`src/rtl/mult_pkg.sv`:
```
// Shared definitions for the shift-add multiplier controller: state encoding,
// default operand width and the iteration-counter width helper.
package mult_pkg;

    typedef enum logic [1:0] {
        IDLE  = 2'd0,
        ADD   = 2'd1,
        SHIFT = 2'd2,
        DONE  = 2'd3
    } state_e;

    localparam int DEFAULT_WIDTH = 4;

    // The counter must be able to hold WIDTH itself, not just WIDTH-1.
    function automatic int cnt_width(input int width);
        return $clog2(width + 1);
    endfunction

endpackage

```
`src/rtl/mult_ctrl_cnt.sv`:
```
// Loadable down-counter holding the remaining add/shift iterations (P).
// Load wins over decrement; decrement saturates at zero.
module mult_ctrl_cnt #(
    parameter int CNT_W = 3
) (
    input  logic             clk_i,
    input  logic             rst_ni,
    input  logic             load_i,
    input  logic [CNT_W-1:0] loadVal_i,
    input  logic             dec_i,
    output logic [CNT_W-1:0] count_o,
    output logic             zero_o
);

    logic [CNT_W-1:0] count_q;
    logic [CNT_W-1:0] count_d;

    always_comb begin
        count_d = count_q;
        if (load_i) begin
            count_d = loadVal_i;
        end else if (dec_i && (count_q != '0)) begin
            count_d = count_q - 1'b1;
        end
    end

    always_ff @(posedge clk_i or negedge rst_ni) begin
        if (!rst_ni) begin
            count_q <= '0;
        end else begin
            count_q <= count_d;
        end
    end

    assign count_o = count_q;
    assign zero_o  = (count_q == '0);

endmodule

```
`src/rtl/mult_ctrl.sv`:
```
// Sequencer for the shift-add multiplier datapath: drives the B/Q load, A/G
// clear/load and G/A/Q shift strobes and owns the iteration counter P.
module mult_ctrl
    import mult_pkg::*;
#(
    parameter int WIDTH = DEFAULT_WIDTH,
    parameter int CNT_W = cnt_width(WIDTH)
) (
    input  logic             Mult_Ctrl_Clock,
    input  logic             Mult_Ctrl_Reset_n,
    input  logic             Mult_Ctrl_Start,
    input  logic             Mult_Ctrl_Q0,
    output logic             Mult_Ctrl_Load_BQ,
    output logic             Mult_Ctrl_Clear_AG,
    output logic             Mult_Ctrl_Load_AG,
    output logic             Mult_Ctrl_Shift,
    output logic             Mult_Ctrl_Busy,
    output logic             Mult_Ctrl_Done,
    output logic [CNT_W-1:0] Mult_Ctrl_Count
);

    state_e state_q;
    logic   accept;
    logic   cntZero;

    // Reset gates the Mealy start strobes so nothing fires while held in reset.
    assign accept = Mult_Ctrl_Reset_n && (state_q == IDLE) && Mult_Ctrl_Start;

    mult_ctrl_cnt #(
        .CNT_W(CNT_W)
    ) u_cnt (
        .clk_i     (Mult_Ctrl_Clock),
        .rst_ni    (Mult_Ctrl_Reset_n),
        .load_i    (accept),
        .loadVal_i (CNT_W'(WIDTH)),
        .dec_i     (state_q == ADD),
        .count_o   (Mult_Ctrl_Count),
        .zero_o    (cntZero)
    );

    always_ff @(posedge Mult_Ctrl_Clock or negedge Mult_Ctrl_Reset_n) begin
        if (!Mult_Ctrl_Reset_n) begin
            state_q <= IDLE;
        end else begin
            case (state_q)
                IDLE:    if (Mult_Ctrl_Start) state_q <= ADD;
                ADD:     state_q <= SHIFT;
                SHIFT:   state_q <= cntZero ? DONE : ADD;
                DONE:    state_q <= IDLE;
                default: state_q <= IDLE;
            endcase
        end
    end

    assign Mult_Ctrl_Load_BQ  = accept;
    assign Mult_Ctrl_Clear_AG = accept;
    assign Mult_Ctrl_Load_AG  = (state_q == ADD) && Mult_Ctrl_Q0;
    assign Mult_Ctrl_Shift    = (state_q == SHIFT);
    assign Mult_Ctrl_Busy     = (state_q != IDLE);
    assign Mult_Ctrl_Done     = (state_q == DONE);

endmodule

```
`config.mk`:
```
export PLATFORM = sky130hd
export DESIGN_NAME = mult_ctrl
export DESIGN_NICKNAME = d
export VERILOG_FILES = /design/src/rtl/mult_pkg.sv /design/src/rtl/mult_ctrl_cnt.sv /design/src/rtl/mult_ctrl.sv
export SDC_FILE = /design/constraint.sdc
export NUM_CORES = 1
export LEC_CHECK = 0
export CAP_MARGIN = 20
export CORE_AREA = 10 10 47 49
export CTS_CLUSTER_SIZE = 12
export DETAILED_ROUTE_END_ITERATION = 6
export DIE_AREA = 0 0 57 59
export SYNTH_ARGS = -nofsm -noshare
export SYNTH_HDL_FRONTEND = slang
export SYNTH_SLANG_ARGS = --single-unit
```
`constraint.sdc`:
```
create_clock -name Mult_Ctrl_Clock -period 1.1 [get_ports Mult_Ctrl_Clock]
set_input_delay 0.11 -clock Mult_Ctrl_Clock [delete_from_list [all_inputs] [get_ports Mult_Ctrl_Clock]]
set_output_delay 0.11 -clock Mult_Ctrl_Clock [all_outputs]
set_load 0.02 [all_outputs]
```
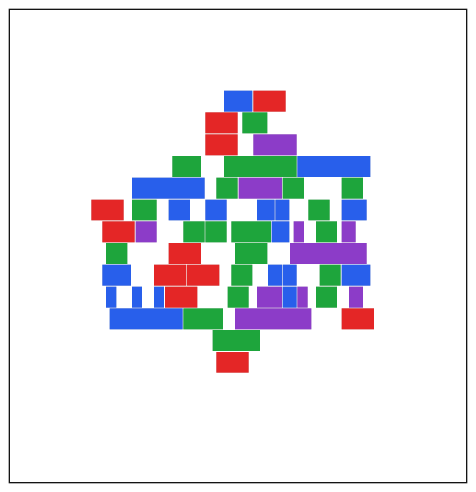
Figure 1: sizing map.
(8 px per um)
- green: drive 3 to 4 (cells 20)
- purple: drive 2 (cells 10)
- red: drive 6 and up (cells 11)
- blue: drive 1 or less (cells 18)

==> GITHUB_STEP_SUMMARY <==
## Synthesis and layout report

| Metric | Value |
|---|---|
| Synth top area share | a little over two fifths |
| Max Root-Sink Buffers | 2 |
| Non-filler instance count after layout | 75 |
| Overflow left after global routing | 0 |
| Synthesis-to-finish area growth | 111% |
| Total clock sinks | 5 |
| Cell count listed in synth_stat.txt | 30 |
| Fraction of final layout cells sized beyond drive strength 1 | 69.5% |
| Finished Cell Area | 631 um2 |
| Combinational power | 1.36 mW |
| Terminus of the critical flop-to-flop path | u_cnt.count_o[1] |
| Post-route antenna net violation count | 0 |
| TritonCTS Buffers | 3 |
| Synth top area cells | sky130_fd_sc_hd__dfrtp_1 (42%), sky130_fd_sc_hd__ha_1 (8.4%), sky130_fd_sc_hd__and4bb_4 (5.4%) |
| Final setup fails | 9 |
| Post-route total power | 1.91 mW |
| Post-CTS Setup Inserts | 2 |
| Cell seen most often among critical-path stages | sky130_fd_sc_hd__buf_6 |
| Critical path arrival | 1.48 ns |
| Count of warnings emitted by yosys | 0 |
| Worst clock skew on the final layout | 0.00572 ns |
| Max frequency | 0.767 GHz |
| Cell Count Post-Placement | roughly 69 |
| Violated checks | negative setup slack |
| Post-synthesis register bit count | 5 |
| Power attributed to the clock group | roughly 0.22 mW |
| Outcome | finished with violations |
| Largest net degree at the start of global routing | 6 |
| Wire length of the first global-routing pass | approximately 1.7 mm |
| Type of the worst setup path | flip-flop to flip-flop |
| Avg Inst Size Synth | 9.97 um2 |
| Fraction of synthesized cell area in xor and xnor cells | 0% |
| Vias in the first global route | 384 |
| Power density over cell area | 3030 nW/um2 |
| Number of library cell types mapped by synthesis | 20 |
| Delay of the slowest critical-path stage | 0.40 ns |
| Critical Path Fanout Max | 4 |
| Slack of the critical path | -0.204 ns |
| Power drawn by the sequential cells | between 0.3 and 0.4 mW |
| EDFF count, synth | 0 |
| Total Wirelength | 932 um |
| Library cell occupying the most area in the post-synthesis netlist | sky130_fd_sc_hd__dfrtp_1 |
| Die Footprint | 3360 um2 |
| Clock input transition at the sequential cells of the worst setup and hold paths | 0.05 ns |
| Fin crit share | 119% |
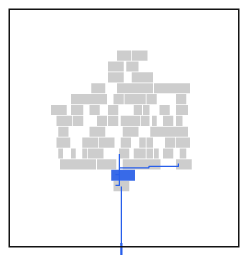
Figure 2: nets reached from selected ports.
(4 px per um)
- blue: Mult_Ctrl_Load_BQ (bits 1; direction output; end cells 1; buffers 1; wire 39.8 um)
num ports: 13
Buffers on Ports: 12

==> worst max path at each step <==
| stage | from | to | slack [ns] | cells past startpoint |
|---|---|---|---|---|
| floorplan | u_cnt.count_o[0] | u_cnt.count_o[1] | -0.16 | 5 |
| global placement | Mult_Ctrl_Reset_n | Mult_Ctrl_Load_BQ | -0.49 | 3 |
| detailed placement | Mult_Ctrl_Start | Mult_Ctrl_Load_BQ | -0.49 | 3 |
| CTS | state_q[1] | u_cnt.count_o[1] | -0.21 | 5 |
| global route | state_q[1] | u_cnt.count_o[1] | -0.26 | 5 |
| finish | state_q[1] | u_cnt.count_o[1] | -0.20 | 5 |
==> layout by cell type, fill, tap and decap left out, types with 2 or more instances in the layout <==
cell type,n
sky130_fd_sc_hd__buf_2,2
sky130_fd_sc_hd__buf_4,9
sky130_fd_sc_hd__buf_6,11
sky130_fd_sc_hd__clkbuf_4,3
sky130_fd_sc_hd__clkdlybuf4s50_1,3
sky130_fd_sc_hd__dfrtp_1,3
sky130_fd_sc_hd__dfrtp_2,2
sky130_fd_sc_hd__inv_2,2
sky130_fd_sc_hd__nor2_1,2
sky130_fd_sc_hd__o21ai_0,2
==> state kept, by name, indices dropped and copies added (netlist names) <==
name / flops
u_cnt.count_o: 3
state_q: 2
==> layout make-up <==
class / count / area [um2]
inverter: 2 / 7.51
tap: 16 / 20.0
clock buffer: 4 / 26.3
multi-input combinational: 22 / 209
sequential: 5 / 128
fill: 154 / 771
timing repair buffer: 26 / 240
==> metal layers <==
metal / wire, um / vias up / GRT usage [%]
met5: 0 / - / 0
met4: 15 / 0 / 2.01
met3: 124 / 2 / 6.22
met2: 414 / 15 / 10.2
met1: 377 / 139 / 5.78
li1: - / 161 / -
Power figures rest on the tool's default switching activity, not on a simulated workload.
